**src/rtl/uart_echo_sched_pkg.sv**
```systemverilog
// Shared definitions for the UART echo scheduler: register map, status bit
// positions, scheduler state encoding and round-robin side encoding.
package uart_echo_sched_pkg;

  // Register addresses presented on the shared bus to both UART halves
  localparam logic [2:0] TXREG     = 3'd0;
  localparam logic [2:0] CONTROLTX = 3'd1;
  localparam logic [2:0] RXREG     = 3'd2;
  localparam logic [2:0] CONTROLRX = 3'd3;

  // Status bit positions in the control-register read data
  localparam int RX_READY_BIT = 1;
  localparam int TX_BUSY_BIT  = 0;

  typedef enum logic [3:0] {
    S_IDLE,
    S_ARM,
    S_ARB,
    S_RX_POLL,
    S_RX_PW,
    S_RX_RD,
    S_RX_RW,
    S_TX_POLL,
    S_TX_PW,
    S_TX_LD,
    S_TX_GO
  } state_t;

  // Side that the arbiter prefers on the next contested grant
  typedef enum logic {
    RR_RX = 1'b0,
    RR_TX = 1'b1
  } rr_t;

endpackage

```
**src/rtl/uart_echo_sched_if.sv**
```systemverilog
// Register bus shared by uart_rx and uart_tx. The scheduler is the master;
// the two UART halves together form the slave side.
interface uart_echo_sched_if;
  logic [2:0] addr;
  logic       wr_rx;
  logic       rd_rx;
  logic       wr_tx;
  logic       rd_tx;
  logic [7:0] wdata;
  logic [7:0] rx_rdata;
  logic [7:0] tx_rdata;

  modport master (
    output addr, wr_rx, rd_rx, wr_tx, rd_tx, wdata,
    input  rx_rdata, tx_rdata
  );

  modport slave (
    input  addr, wr_rx, rd_rx, wr_tx, rd_tx, wdata,
    output rx_rdata, tx_rdata
  );
endinterface

```
**src/rtl/uart_echo_sched_fifo.sv**
```systemverilog
// echo_fifo: small synchronous byte FIFO buffering received bytes until the
// transmitter can take them. Head data is presented combinationally on dout.
module echo_fifo #(
  parameter int AW = 2
) (
  input  logic         clk,
  input  logic         reset,
  input  logic         push,
  input  logic         pop,
  input  logic [7:0]   din,
  output logic [7:0]   dout,
  output logic [AW:0]  level,
  output logic         full,
  output logic         empty
);

  localparam int DEPTH = 2 ** AW;

  logic [7:0]    mem [DEPTH];
  logic [AW-1:0] wr_ptr;
  logic [AW-1:0] rd_ptr;

  assign dout  = mem[rd_ptr];
  assign full  = (level == (AW+1)'(DEPTH));
  assign empty = (level == '0);

  // Storage array; contents need no reset since pointers define validity
  always_ff @(posedge clk) begin
    if (push && !full) mem[wr_ptr] <= din;
  end

  // Pointers wrap naturally mod depth; level tracks occupancy separately
  always_ff @(posedge clk or negedge reset) begin
    if (!reset) begin
      wr_ptr <= '0;
      rd_ptr <= '0;
      level  <= '0;
    end else begin
      if (push && !full) wr_ptr <= wr_ptr + 1'b1;
      if (pop && !empty) rd_ptr <= rd_ptr + 1'b1;
      if ((push && !full) && !(pop && !empty))      level <= level + 1'b1;
      else if ((pop && !empty) && !(push && !full)) level <= level - 1'b1;
    end
  end

endmodule

```
**src/rtl/uart_echo_sched.sv**
```systemverilog
// uart_echo_sched: owns the shared register bus of one uart_rx and one
// uart_tx. Arms and polls the receiver, buffers bytes in echo_fifo, and
// drains them to the transmitter, alternating service between the two sides.
module uart_echo_sched
  import uart_echo_sched_pkg::*;
#(
  parameter int         FIFO_AW = 2,
  parameter logic [7:0] ARM_VAL = 8'h01,
  parameter logic [7:0] GO_VAL  = 8'h01
) (
  input  logic                 clk,
  input  logic                 reset,
  input  logic                 echo_en,
  uart_echo_sched_if.master    bus,
  output logic [FIFO_AW:0]     fifo_level,
  output logic                 busy,
  output logic [7:0]           rx_count,
  output logic [7:0]           tx_count
);

  state_t     state;
  rr_t        rr;
  logic       fifo_full;
  logic       fifo_empty;
  logic [7:0] fifo_dout;
  logic       fifo_push;
  logic       fifo_pop;
  logic       rx_ok;
  logic       tx_ok;
  logic       grant_rx;
  logic       grant_tx;

  // Push and pop live in distinct states, so they can never coincide
  assign fifo_push = (state == S_RX_RW);
  assign fifo_pop  = (state == S_TX_GO);

  echo_fifo #(.AW(FIFO_AW)) u_fifo (
    .clk   (clk),
    .reset (reset),
    .push  (fifo_push),
    .pop   (fifo_pop),
    .din   (bus.rx_rdata),
    .dout  (fifo_dout),
    .level (fifo_level),
    .full  (fifo_full),
    .empty (fifo_empty)
  );

  // A side is eligible only if serving it cannot overflow/underflow the FIFO;
  // a contested grant goes to the side not served last.
  assign rx_ok    = !fifo_full;
  assign tx_ok    = !fifo_empty;
  assign grant_rx = rx_ok && (!tx_ok || rr == RR_RX);
  assign grant_tx = tx_ok && (!rx_ok || rr == RR_TX);

  assign busy = (state != S_IDLE);

  // Scheduler FSM; strobes, addr and wdata are registered on entry to the
  // state that owns them so they change together.
  always_ff @(posedge clk or negedge reset) begin
    if (!reset) begin
      state      <= S_IDLE;
      rr         <= RR_RX;
      bus.addr   <= TXREG;
      bus.wdata  <= '0;
      bus.wr_rx  <= 1'b0;
      bus.rd_rx  <= 1'b0;
      bus.wr_tx  <= 1'b0;
      bus.rd_tx  <= 1'b0;
      rx_count   <= '0;
      tx_count   <= '0;
    end else begin
      bus.wr_rx <= 1'b0;
      bus.rd_rx <= 1'b0;
      bus.wr_tx <= 1'b0;
      bus.rd_tx <= 1'b0;
      unique case (state)
        S_IDLE: begin
          if (echo_en) begin
            state     <= S_ARM;
            bus.wr_rx <= 1'b1;
            bus.addr  <= CONTROLRX;
            bus.wdata <= ARM_VAL;
          end
        end
        S_ARM: state <= S_ARB;
        S_ARB: begin
          if (!echo_en) begin
            state <= S_IDLE;
          end else if (grant_rx) begin
            state     <= S_RX_POLL;
            bus.rd_rx <= 1'b1;
            bus.addr  <= CONTROLRX;
          end else if (grant_tx) begin
            state     <= S_TX_POLL;
            bus.rd_tx <= 1'b1;
            bus.addr  <= CONTROLTX;
          end
        end
        S_RX_POLL: state <= S_RX_PW;
        S_RX_PW: begin
          rr <= RR_TX;
          if (bus.rx_rdata[RX_READY_BIT]) begin
            state     <= S_RX_RD;
            bus.rd_rx <= 1'b1;
            bus.addr  <= RXREG;
          end else begin
            state <= S_ARB;
          end
        end
        S_RX_RD: state <= S_RX_RW;
        S_RX_RW: begin
          // Byte is pushed this cycle; the receiver must be re-armed
          rx_count  <= rx_count + 8'd1;
          state     <= S_ARM;
          bus.wr_rx <= 1'b1;
          bus.addr  <= CONTROLRX;
          bus.wdata <= ARM_VAL;
        end
        S_TX_POLL: state <= S_TX_PW;
        S_TX_PW: begin
          rr <= RR_RX;
          if (bus.tx_rdata[TX_BUSY_BIT]) begin
            state <= S_ARB;
          end else begin
            state     <= S_TX_LD;
            bus.wr_tx <= 1'b1;
            bus.addr  <= TXREG;
            bus.wdata <= fifo_dout;
          end
        end
        S_TX_LD: begin
          state     <= S_TX_GO;
          bus.wr_tx <= 1'b1;
          bus.addr  <= CONTROLTX;
          bus.wdata <= GO_VAL;
        end
        S_TX_GO: begin
          tx_count <= tx_count + 8'd1;
          state    <= S_ARB;
        end
        default: state <= S_IDLE;
      endcase
    end
  end

endmodule

```
**src/flat_wrapper.sv**
```systemverilog
// flat-port wrapper written by rule: the top's interface ports become plain ports
module uart_echo_sched_flat import uart_echo_sched_pkg::*;
#(
  parameter int         FIFO_AW = 2,
  parameter logic [7:0] ARM_VAL = 8'h01,
  parameter logic [7:0] GO_VAL  = 8'h01
)
  (clk, reset, echo_en, fifo_level, busy, rx_count, tx_count, bus_addr, bus_wr_rx, bus_rd_rx, bus_wr_tx, bus_rd_tx, bus_wdata, bus_rx_rdata, bus_tx_rdata);
  uart_echo_sched_if bus_i ();
  input  logic clk;
  input  logic reset;
  input  logic echo_en;
  output logic [FIFO_AW:0] fifo_level;
  output logic busy;
  output logic [7:0] rx_count;
  output logic [7:0] tx_count;
  output wire logic [$bits(bus_i.addr)-1:0] bus_addr;
  output wire logic [$bits(bus_i.wr_rx)-1:0] bus_wr_rx;
  output wire logic [$bits(bus_i.rd_rx)-1:0] bus_rd_rx;
  output wire logic [$bits(bus_i.wr_tx)-1:0] bus_wr_tx;
  output wire logic [$bits(bus_i.rd_tx)-1:0] bus_rd_tx;
  output wire logic [$bits(bus_i.wdata)-1:0] bus_wdata;
  input wire logic [$bits(bus_i.rx_rdata)-1:0] bus_rx_rdata;
  input wire logic [$bits(bus_i.tx_rdata)-1:0] bus_tx_rdata;
  assign bus_addr = bus_i.addr;
  assign bus_wr_rx = bus_i.wr_rx;
  assign bus_rd_rx = bus_i.rd_rx;
  assign bus_wr_tx = bus_i.wr_tx;
  assign bus_rd_tx = bus_i.rd_tx;
  assign bus_wdata = bus_i.wdata;
  assign bus_i.rx_rdata = bus_rx_rdata;
  assign bus_i.tx_rdata = bus_tx_rdata;
  uart_echo_sched #(.FIFO_AW(FIFO_AW), .ARM_VAL(ARM_VAL), .GO_VAL(GO_VAL)) u_core (.clk(clk), .reset(reset), .echo_en(echo_en), .bus(bus_i), .fifo_level(fifo_level), .busy(busy), .rx_count(rx_count), .tx_count(tx_count));
endmodule
```
**config.mk**
```make
export PLATFORM = sky130hd
export DESIGN_NAME = uart_echo_sched_flat
export DESIGN_NICKNAME = d
export VERILOG_FILES = /design/src/rtl/uart_echo_sched_pkg.sv /design/src/rtl/uart_echo_sched_if.sv /design/src/rtl/uart_echo_sched_fifo.sv /design/src/rtl/uart_echo_sched.sv /design/src/flat_wrapper.sv
export SDC_FILE = /design/constraint.sdc
export NUM_CORES = 1
export LEC_CHECK = 0
export CELL_PAD_IN_SITES_DETAIL_PLACEMENT = 0
export CELL_PAD_IN_SITES_GLOBAL_PLACEMENT = 1
export CORE_MARGIN = 10
export CORE_UTILIZATION = 40
export DETAILED_ROUTE_END_ITERATION = 8
export GPL_ROUTABILITY_DRIVEN = 0
export PLACE_DENSITY_LB_ADDON = 0.1
export SETUP_SLACK_MARGIN = 0.4
export SKIP_CTS_REPAIR_TIMING = 1
export SLEW_MARGIN = 20
export SYNTH_ARGS = -nofsm -noshare
export SYNTH_HDL_FRONTEND = slang
export SYNTH_SLANG_ARGS = --single-unit
```
**constraint.sdc**
```tcl
create_clock -name clk -period 3.39 [get_ports clk]
set_input_delay 0.339 -clock clk [delete_from_list [all_inputs] [get_ports clk]]
set_output_delay 0.339 -clock clk [all_outputs]
set_load 0.02 [all_outputs]
```
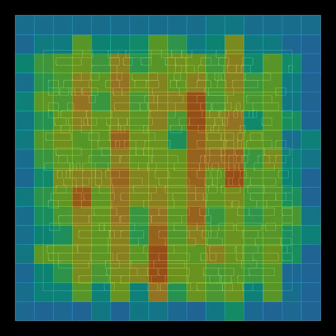
Figure 1: run 1, congestion heat map.
GR Layer Usage met3: 4.11%
Finished Core Util: 52.0%
average wire per standard cell: 16.5 microns
total track usage: 10.9%

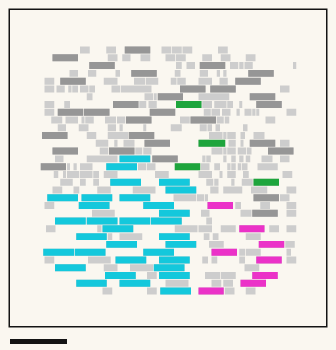
Figure 2: run 1, sequential cells coloured by netlist name.
The bar under the picture is 20 microns long. Other sequential cells in the stronger grey, the rest of the logic in the fainter grey.
u_core.u_fifo.mem: shown in cyan, placed flops 32. u_core.bus.wdata: shown in magenta, placed flops 8, where bottom right. u_core.state: shown in green, placed flops 4, where middle.
Another 30 sequential cells are not coloured.
Seq power: 1280 uW
register area: 2010 sq um
Seq/total area: 49.4%

==> impl_metrics.toml, run 1 <==
# synthesis and place-and-route metrics
[setup_path]
worst-path-stages = 9
cp-end-kind = "flop"
critPathMaxStageDelay_ns = 0.53
cp_top_family = "adder cells"
critPathRequiredTime_ns = 3.66
rrSetupSlack_ns = 0.72
critPathSlowestCell = "dfrtp_1"
cp.arrival_ns = 2.94
critPathBufInv = 2
r2r_start = "u_core.state[3]"
crit_start = "u_core.state[3]"

[sta]
drv_slew = 0
skew_ns = 0.00851
holdWs_ns = 0.401
min_period_over_period_pct = 78.8
hold_violations = 0
worst_pin_slew_ns = 0.587
setup_tns_ns = 0
setup_violations = 0
grt_setup_unrepaired = "no"

[synthesis]
most_common_cell = "dfrtp_1"
top_area_share_pct = 32.0
yosysWarnings = 0
edf_count = 32
aoi_share_pct = 5.95
mux_share_pct = 11.1
synth-main-ff-cell = "dfrtp_1"
ys_area_sq_um = 3280
syn_area_per_cell_sq_um = 14.7
ys_seq_elements = 74
synth_nets = 251
top_area_cell = "dfrtp_1"
xor_area_share_pct = 5.60
common_cells = "dfrtp_1 (42), edfxtp_1 (32), xnor2_1 (13), and3_1 (10)"
syn_area_sq_um = 3280
logic_family = "multiplexers"
synth.cellmix.simpleShare_pct = 9.72
netlist_instances = 224
ys_types = 47
ys_seq_share_pct = 61.3

[pwr]
powerDensity_nw_per_um2 = 753
total_power_uw = 3070
ir_drop_v = 0.000373
leakage_uw = 0.00164

[clock_network]
cts_root_buffer = "clkbuf_8"
htreeDepth = 3
clock_latency_ns = 0.35
max-clock-path-buffers = 2
numCtsBuffers = 9
path_clk_slew_ns = 0.08

[layout]
n_antenna_cell = 0
lay_top_count = "clkdlybuf4s50_1"
largest_register_ff_count = 32
largest_register = "u_core.u_fifo.mem"
drive_gt1_share_pct = 17.6
final_cell_mix = "clkdlybuf4s50_1 (44), dfrtp_1 (41), edfxtp_1 (32)"

[job]
cap_violations = 0
warnings = 36

[floorplanning]
coreArea_sq_um = 7850
row_count = 32
io_pins = 54
die-width_microns = 111

[global_route]
grt_max_degree = 43
antenna_found_initial = 0
grt_pass1_vias = 2021
grt_pass1_wl_mm = 10.9
grt-ovfl-total = 0

[placed_design]
numPortBuffers = 45
place_inst = 362
placed_area_sq_um = 3810
dp_hpwl_mm = 4.29
pre_cts_slack_ns = 0.705

[detailed_routing]
drt-pass1-iter-count = 4
via_per_inst = 5.00
drc = 0
routed_wl_mm = 6.26
ant_nets = 0
vias = 1900

[outcome]
outcome = "complete, no violations"

[min_path]
hp-class = "in -> async"
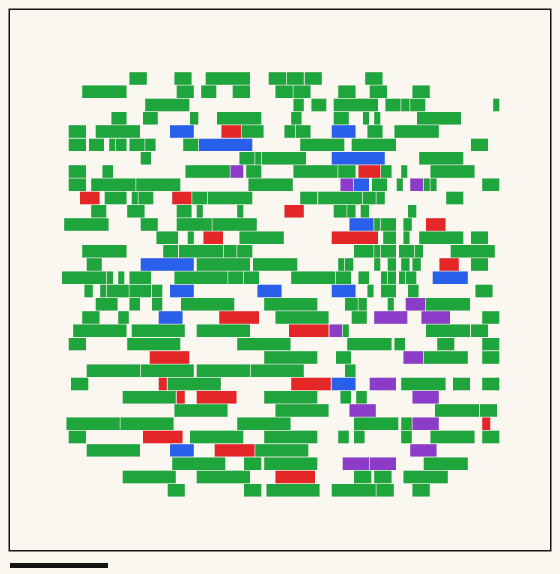
Figure 3: run 1, cell sizes after repair.
The bar under the picture is 20 microns long.
drive 3 to 4: shown in purple, cells 15, share 5.4%. drive 1 or less: shown in green, cells 229, share 82%. drive 6 and up: shown in blue, cells 14, share 5.0%. drive 2: shown in red, cells 20, share 7.2%.
Non-clk bufs: 50
final worst slack: 0.718 ns
final instance area: 4080 sq um
Synth-to-Final Area Change: 24.2%

[run 1: area by class of cell]
| cell class | count | area (sq um) |
|---|---|---|
| inverters | 7 | 26.3 |
| well taps | 102 | 128 |
| fillers | 690 | 3770 |
| clock buffers | 9 | 124 |
| flip-flops and latches | 74 | 2010 |
| clock inverters | 7 | 116 |
| repair buffers | 50 | 498 |
| multi-input cells | 131 | 1170 |
[run 1: power by group]
group | internal (uW) | leakage [uW] | switching [uW]
Sequential | 1080 | 0.000831 | 200
Clock | 489 | 0.000120 | 332
Combinational | 491 | 0.000693 | 479
[run 1: layer usage]
layer	wire (microns)	GRT usage [%]	up-vias
li1	-	-	916
met1	3100	14.8	924
met2	2710	14.8	52
met3	368	4.11	8
met4	82	4.92	0
met5	0	0	-
Figure 4. Placed cells, one colour a class (run 1).
The bar under the picture is 20 microns long.
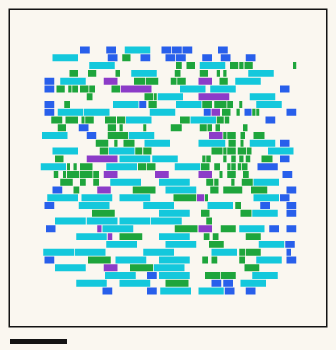

## Run 2: what changed since run 1
Clock period 3.39 ns to 2.75 ns, I/O delays scaled along.
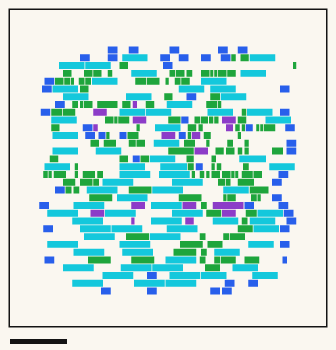
Figure 5: run 2, placed cells, one colour a class.
The bar under the picture is 20 microns long.
clock drivers and dummy loads: shown in purple, cells 16, share of their area 4.9%. other buffers and delay cells: shown in blue, cells 52, share of their area 13%. all other logic: shown in green, cells 138, share of their area 31%. flip-flops: shown in cyan, cells 74, share of their area 51%.

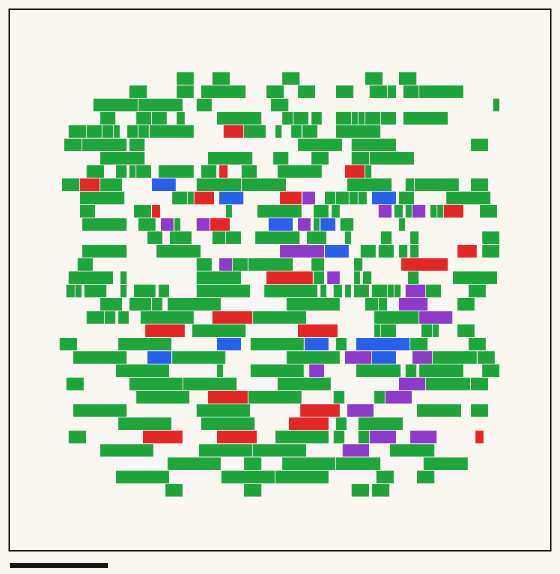
Figure 6: run 2, cell sizes after repair.
The bar under the picture is 20 microns long.
drive 3 to 4: shown in purple, cells 21, share 7.5%. drive 1 or less: shown in green, cells 227, share 81%. drive 6 and up: shown in blue, cells 11, share 3.9%. drive 2: shown in red, cells 21, share 7.5%.

==> impl_metrics.toml, run 2 <==
# synthesis and place-and-route metrics
[outcome]
outcome = "complete, no violations"

[synthesis]
common_cells = "dfrtp_1 (42), edfxtp_1 (32), xnor2_1 (13), and3_1 (10)"
edf_count = 32
synth_nets = 251
aoi_share_pct = 5.95
ys_types = 47
ys_seq_elements = 74
synth-main-ff-cell = "dfrtp_1"
ys_area_sq_um = 3280
top_area_cell = "dfrtp_1"
syn_area_per_cell_sq_um = 14.7
logic_family = "multiplexers"
mux_share_pct = 11.1
ys_seq_share_pct = 61.3
synth.cellmix.simpleShare_pct = 9.72
yosysWarnings = 0
most_common_cell = "dfrtp_1"
netlist_instances = 224
top_area_share_pct = 32.0
syn_area_sq_um = 3280
xor_area_share_pct = 5.60

[pwr]
powerDensity_nw_per_um2 = 898
leakage_uw = 0.00163
total_power_uw = 3630
pg_seq_uw = 1550
p_clk_share_pct = 22.5
p_clk_uw = 817
ir_drop_v = 0.000579
power.internal_uw = 2390
p_sw_share_pct = 34.3
power_leader = "registers"
power.switching_uw = 1240
powerComb_uw = 1270
p_comb_share_pct = 34.9
p_seq_share_pct = 42.6

[detailed_routing]
via_per_inst = 4.92
highest_layer = "met4"
routed_wl_mm = 6.17
wire_per_inst_microns = 16.2
dr_wl_met2_mm = 2.65
drc = 0
vias = 1880
met3_length_microns = 407
ant_nets = 0
wl_met1_mm = 3.09
drt-pass1-iter-count = 4

[global_route]
antenna_found_initial = 0
gr-usage-met2_pct = 14.7
grt-ovfl-total = 0
grt_use_met1_pct = 13.7
grt_max_degree = 43
grt_pass1_wl_mm = 10.4
grt_usage_pct = 10.3
use_met3_pct = 4.86
top_usage_layer = "met2"
grt_pass1_vias = 2006

[floorplanning]
fp-utilization_pct = 41.8
row_count = 32
io_pins = 54
coreArea_sq_um = 7850
die-width_microns = 111

[clock_network]
htreeDepth = 3
path_clk_slew_ns = 0.07
numCtsBuffers = 9
cts_root_buffer = "clkbuf_8"
cts_tree = "yes"
clock_latency_ns = 0.34
max-clock-path-buffers = 2

[setup_path]
critPathBufInv = 2
critPathMaxStageDelay_ns = 0.38
cp-end-kind = "flop"
cp-start-kind = "flop"
cp.arrival_ns = 2.47
critPathRequiredTime_ns = 3.01
critPathSlowestCell = "dfrtp_1"
worst-path-max-fanout = 15
cp_top_family = "adder cells"

[layout]
instances_no_fill = 382
drive_gt1_share_pct = 18.9
largest_register = "u_core.u_fifo.mem"
largest_register_ff_count = 32
n_antenna_cell = 0
fin_area_sq_um = 4050
utilization_pct = 51.6
lay_top_count = "clkdlybuf4s50_1"
final_cell_mix = "clkdlybuf4s50_1 (44), dfrtp_1 (40), edfxtp_1 (32)"
fillers = 713
synthToLayoutAreaGrowth_pct = 23.3

[sta]
hold_violations = 0
worst_pin_slew_ns = 0.928
grt_setup_unrepaired = "no"
min_period_over_period_pct = 80.4
setup_tns_ns = 0
setup_violations = 0
setup_slack_ns = 0.539
skew_ns = 0.00749
drv_slew = 0
holdWs_ns = 0.0735

[job]
warnings = 36
cap_violations = 0

[placed_design]
numPortBuffers = 45
placed_area_sq_um = 3840
place_inst = 366
dp_hpwl_mm = 4.28
pre_cts_slack_ns = 0.448

[min_path]
hp-class = "in -> async"
## run 2: final cells by class
class                           instances  area, sq um  area share [%]
Sequential cell                        74         2010            49.8
Clock inverter                          7         68.8            1.70
Multi-Input combinational cell        131         1190            29.3
Inverter                                7         26.3           0.649
Timing Repair Buffer                   52          498            12.3
Clock buffer                            9          124            3.06
Tap cell                              102          128            3.15
## run 2: final timing paths
kind	slack (ns)	cells after the start	startpoint	endpoint
min	0.07	1	reset	u_core.bus.wdata[6]
max in group asynchronous	2.03	1	reset	u_core.state[0]
max reg2reg	0.54	9	u_core.state[1]	u_core.u_fifo.level[2]
min reg2reg	0.47	1	u_core.rx_count[7]	u_core.rx_count[7]
max	0.54	9	u_core.state[1]	u_core.u_fifo.level[2]
min in group clk	0.47	1	u_core.rx_count[7]	u_core.rx_count[7]
## Run 3: what changed since run 2
Settings changed: CORE_UTILIZATION 40 to 39.
Clock period 2.75 ns to 2 ns, I/O delays scaled along.
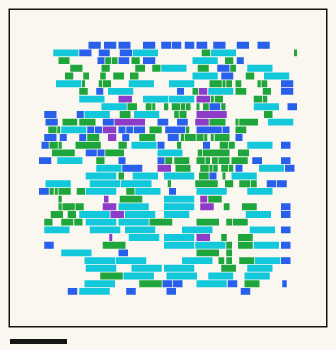
Figure 7: run 3, placed cells, one colour a class.
The bar under the picture is 20 microns long.
all other logic: shown in green, cells 138, share of their area 30%. other buffers and delay cells: shown in blue, cells 80, share of their area 19%. flip-flops: shown in cyan, cells 74, share of their area 46%. clock drivers and dummy loads: shown in purple, cells 16, share of their area 4.9%.
Seq/total area: 44.4%
Core Box Area: 8220 sq um
final instance area: 4530 sq um
Finished Core Util: 55.1%
num rows: 33

==> impl_metrics.toml, run 3 <==
# synthesis and place-and-route metrics
[synthesis]
synth-main-ff-cell = "dfrtp_1"
ys_seq_elements = 74
syn_area_sq_um = 3280
syn_area_per_cell_sq_um = 14.7
xor_area_share_pct = 5.60
netlist_instances = 224
top_area_cell = "dfrtp_1"
top_area_share_pct = 32.0
yosysWarnings = 0
common_cells = "dfrtp_1 (42), edfxtp_1 (32), xnor2_1 (13), and3_1 (10)"
ys_seq_share_pct = 61.3
ys_area_sq_um = 3280
aoi_share_pct = 5.95

[outcome]
violations = "hold timing, setup timing"
outcome = "complete, but fails checks"

[sta]
setup_slack_ns = -0.0361
grt_setup_unrepaired = "yes"
hold_violations = 32
setup_violations = 1
drv_slew = 0
min_period_over_period_pct = 102
worst_pin_slew_ns = 0.787
setup_tns_ns = -0.0361
holdWs_ns = -0.0692

[detailed_routing]
wire_per_inst_microns = 16.8
vias = 2053
drc = 0
met3_length_microns = 362
routed_wl_mm = 6.93
dr_wl_met2_mm = 3.30
via_per_inst = 4.97
highest_layer = "met4"
wl_met1_mm = 3.20

[global_route]
grt_max_degree = 35
grt_pass1_vias = 2115
grt_use_met1_pct = 14.4
top_usage_layer = "met2"
gr-usage-met2_pct = 16.2
antenna_found_initial = 0
use_met3_pct = 3.81
grt_pass1_wl_mm = 11.1
grt_usage_pct = 10.9
grt-ovfl-total = 0

[pwr]
p_comb_share_pct = 41.9
powerComb_uw = 2400
p_seq_share_pct = 35.7
power.internal_uw = 3800
p_sw_share_pct = 33.7
leakage_uw = 0.00211
power_leader = "combinational logic"
powerDensity_nw_per_um2 = 1260
total_power_uw = 5730
power.switching_uw = 1930
p_clk_uw = 1280

[layout]
n_all_inverters = 7
clock_area_share_pct = 4.81
flops = 74
n_clock_buffer = 10
area.combinational_sq_um = 1310
lay_top_count = "dfrtp_1"
multiInputCombCellCount = 131
area_dominant_class = "registers"
drive_gt1_share_pct = 34.1
largest_register_ff_count = 32
final_cell_mix = "dfrtp_1 (42), edfxtp_1 (32), clkdlybuf4s50_1 (25)"
ff_latch_area_sq_um = 2010
fillers = 675
comb_share_pct = 29.0
instances_no_fill = 413
layout.nonclk_buf_share_pct = 18.3
n_antenna_cell = 0

[min_path]
hp-class = "in -> async"

[setup_path]
critPathMaxStageDelay_ns = 0.42
worst-path-max-fanout = 9
critPathSlowestCell = "fa_2"
critPathBufInv = 2
cp.arrival_ns = 2.27
cp-end-kind = "flop"

[placed_design]
numPortBuffers = 45
dp_hpwl_mm = 4.63
placed_area_sq_um = 3990
place_inst = 384

[clock_network]
htreeDepth = 3
path_clk_slew_ns = 0.08
cts_tree = "yes"
clock_latency_ns = 0.34
cts_root_buffer = "clkbuf_8"
max-clock-path-buffers = 2
numCtsBuffers = 9

[floorplanning]
fp-utilization_pct = 39.9
die-width_microns = 112
taps = 105

[job]
warnings = 38
cap_violations = 0
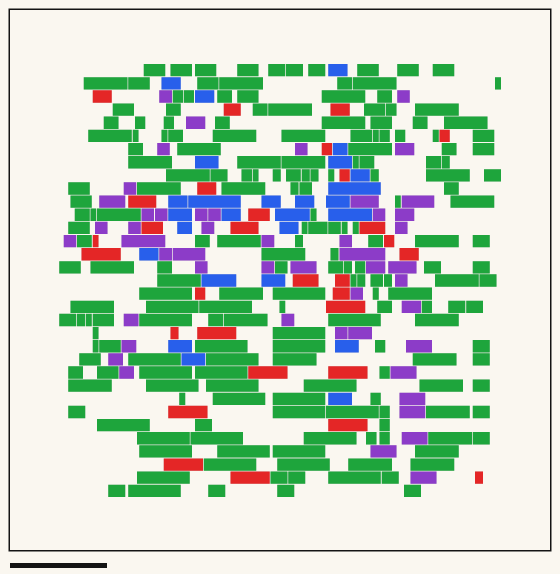
Figure 8: run 3, cell sizes after repair.
The bar under the picture is 20 microns long.
drive 1 or less: shown in green, cells 203, share 66%. drive 6 and up: shown in blue, cells 26, share 8.4%. drive 3 to 4: shown in purple, cells 49, share 16%. drive 2: shown in red, cells 30, share 9.7%.
Synth-to-Final Area Change: 38.0%
Non-clk bufs: 80
final worst slack: -0.0361 ns

-- run 3: worst paths after layout --
kind,depth (start not counted),slack (ns),to,start
max in group asynchronous,2,1.47,u_core.rx_count[5],reset
setup reg to reg,7,-0.04,u_core.u_fifo.level[1],u_core.state[0]
setup / recovery,7,-0.04,u_core.u_fifo.level[1],u_core.state[0]
hold reg to reg,1,0.47,u_core.tx_count[7],u_core.tx_count[7]
min in group clk,1,0.47,u_core.tx_count[7],u_core.tx_count[7]
hold / removal,1,-0.07,u_core.bus.wdata[3],reset
-- run 3: cell families (layout without fill, tap and decap cells) --
logic type	after synthesis	in the layout
adders and majority gates	8	8
and+or+nand+nor	54	54
muxes	22	22
xor gates and xnor gates	21	21
buffers and inverters	19	103
other	1	1
AOI/OAI and AO/OA	25	25
DFF	74	74

## Gallery

Logic cells by family.
The bar under the picture is 20 microns long.
shot_01.png
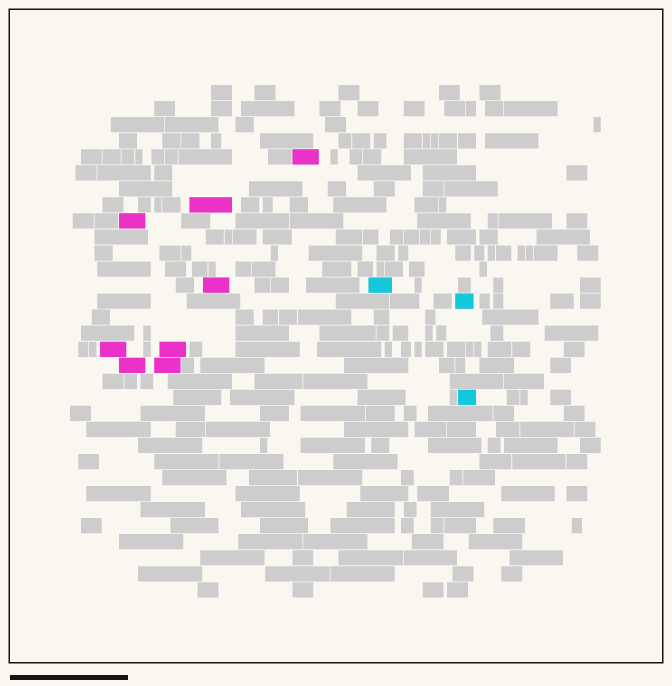
shot_02.png
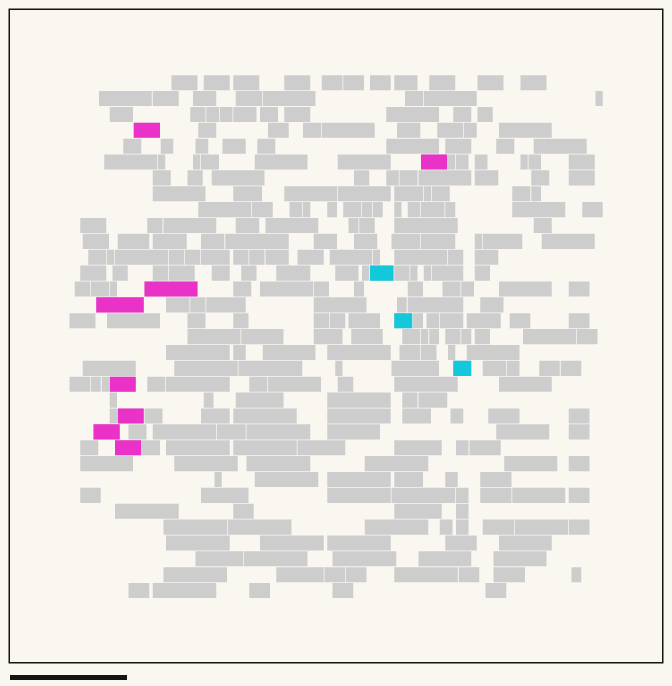
shot_01.png is run 2.
shot_02.png is run 3.

Key to shot_01.png:
AND-OR and OR-AND gates: shown in cyan, cells 3. adder and majority cells: shown in magenta, cells 8, most used ha_1, where left middle.

No activity file was given, so power comes from the tool's default toggle rates.
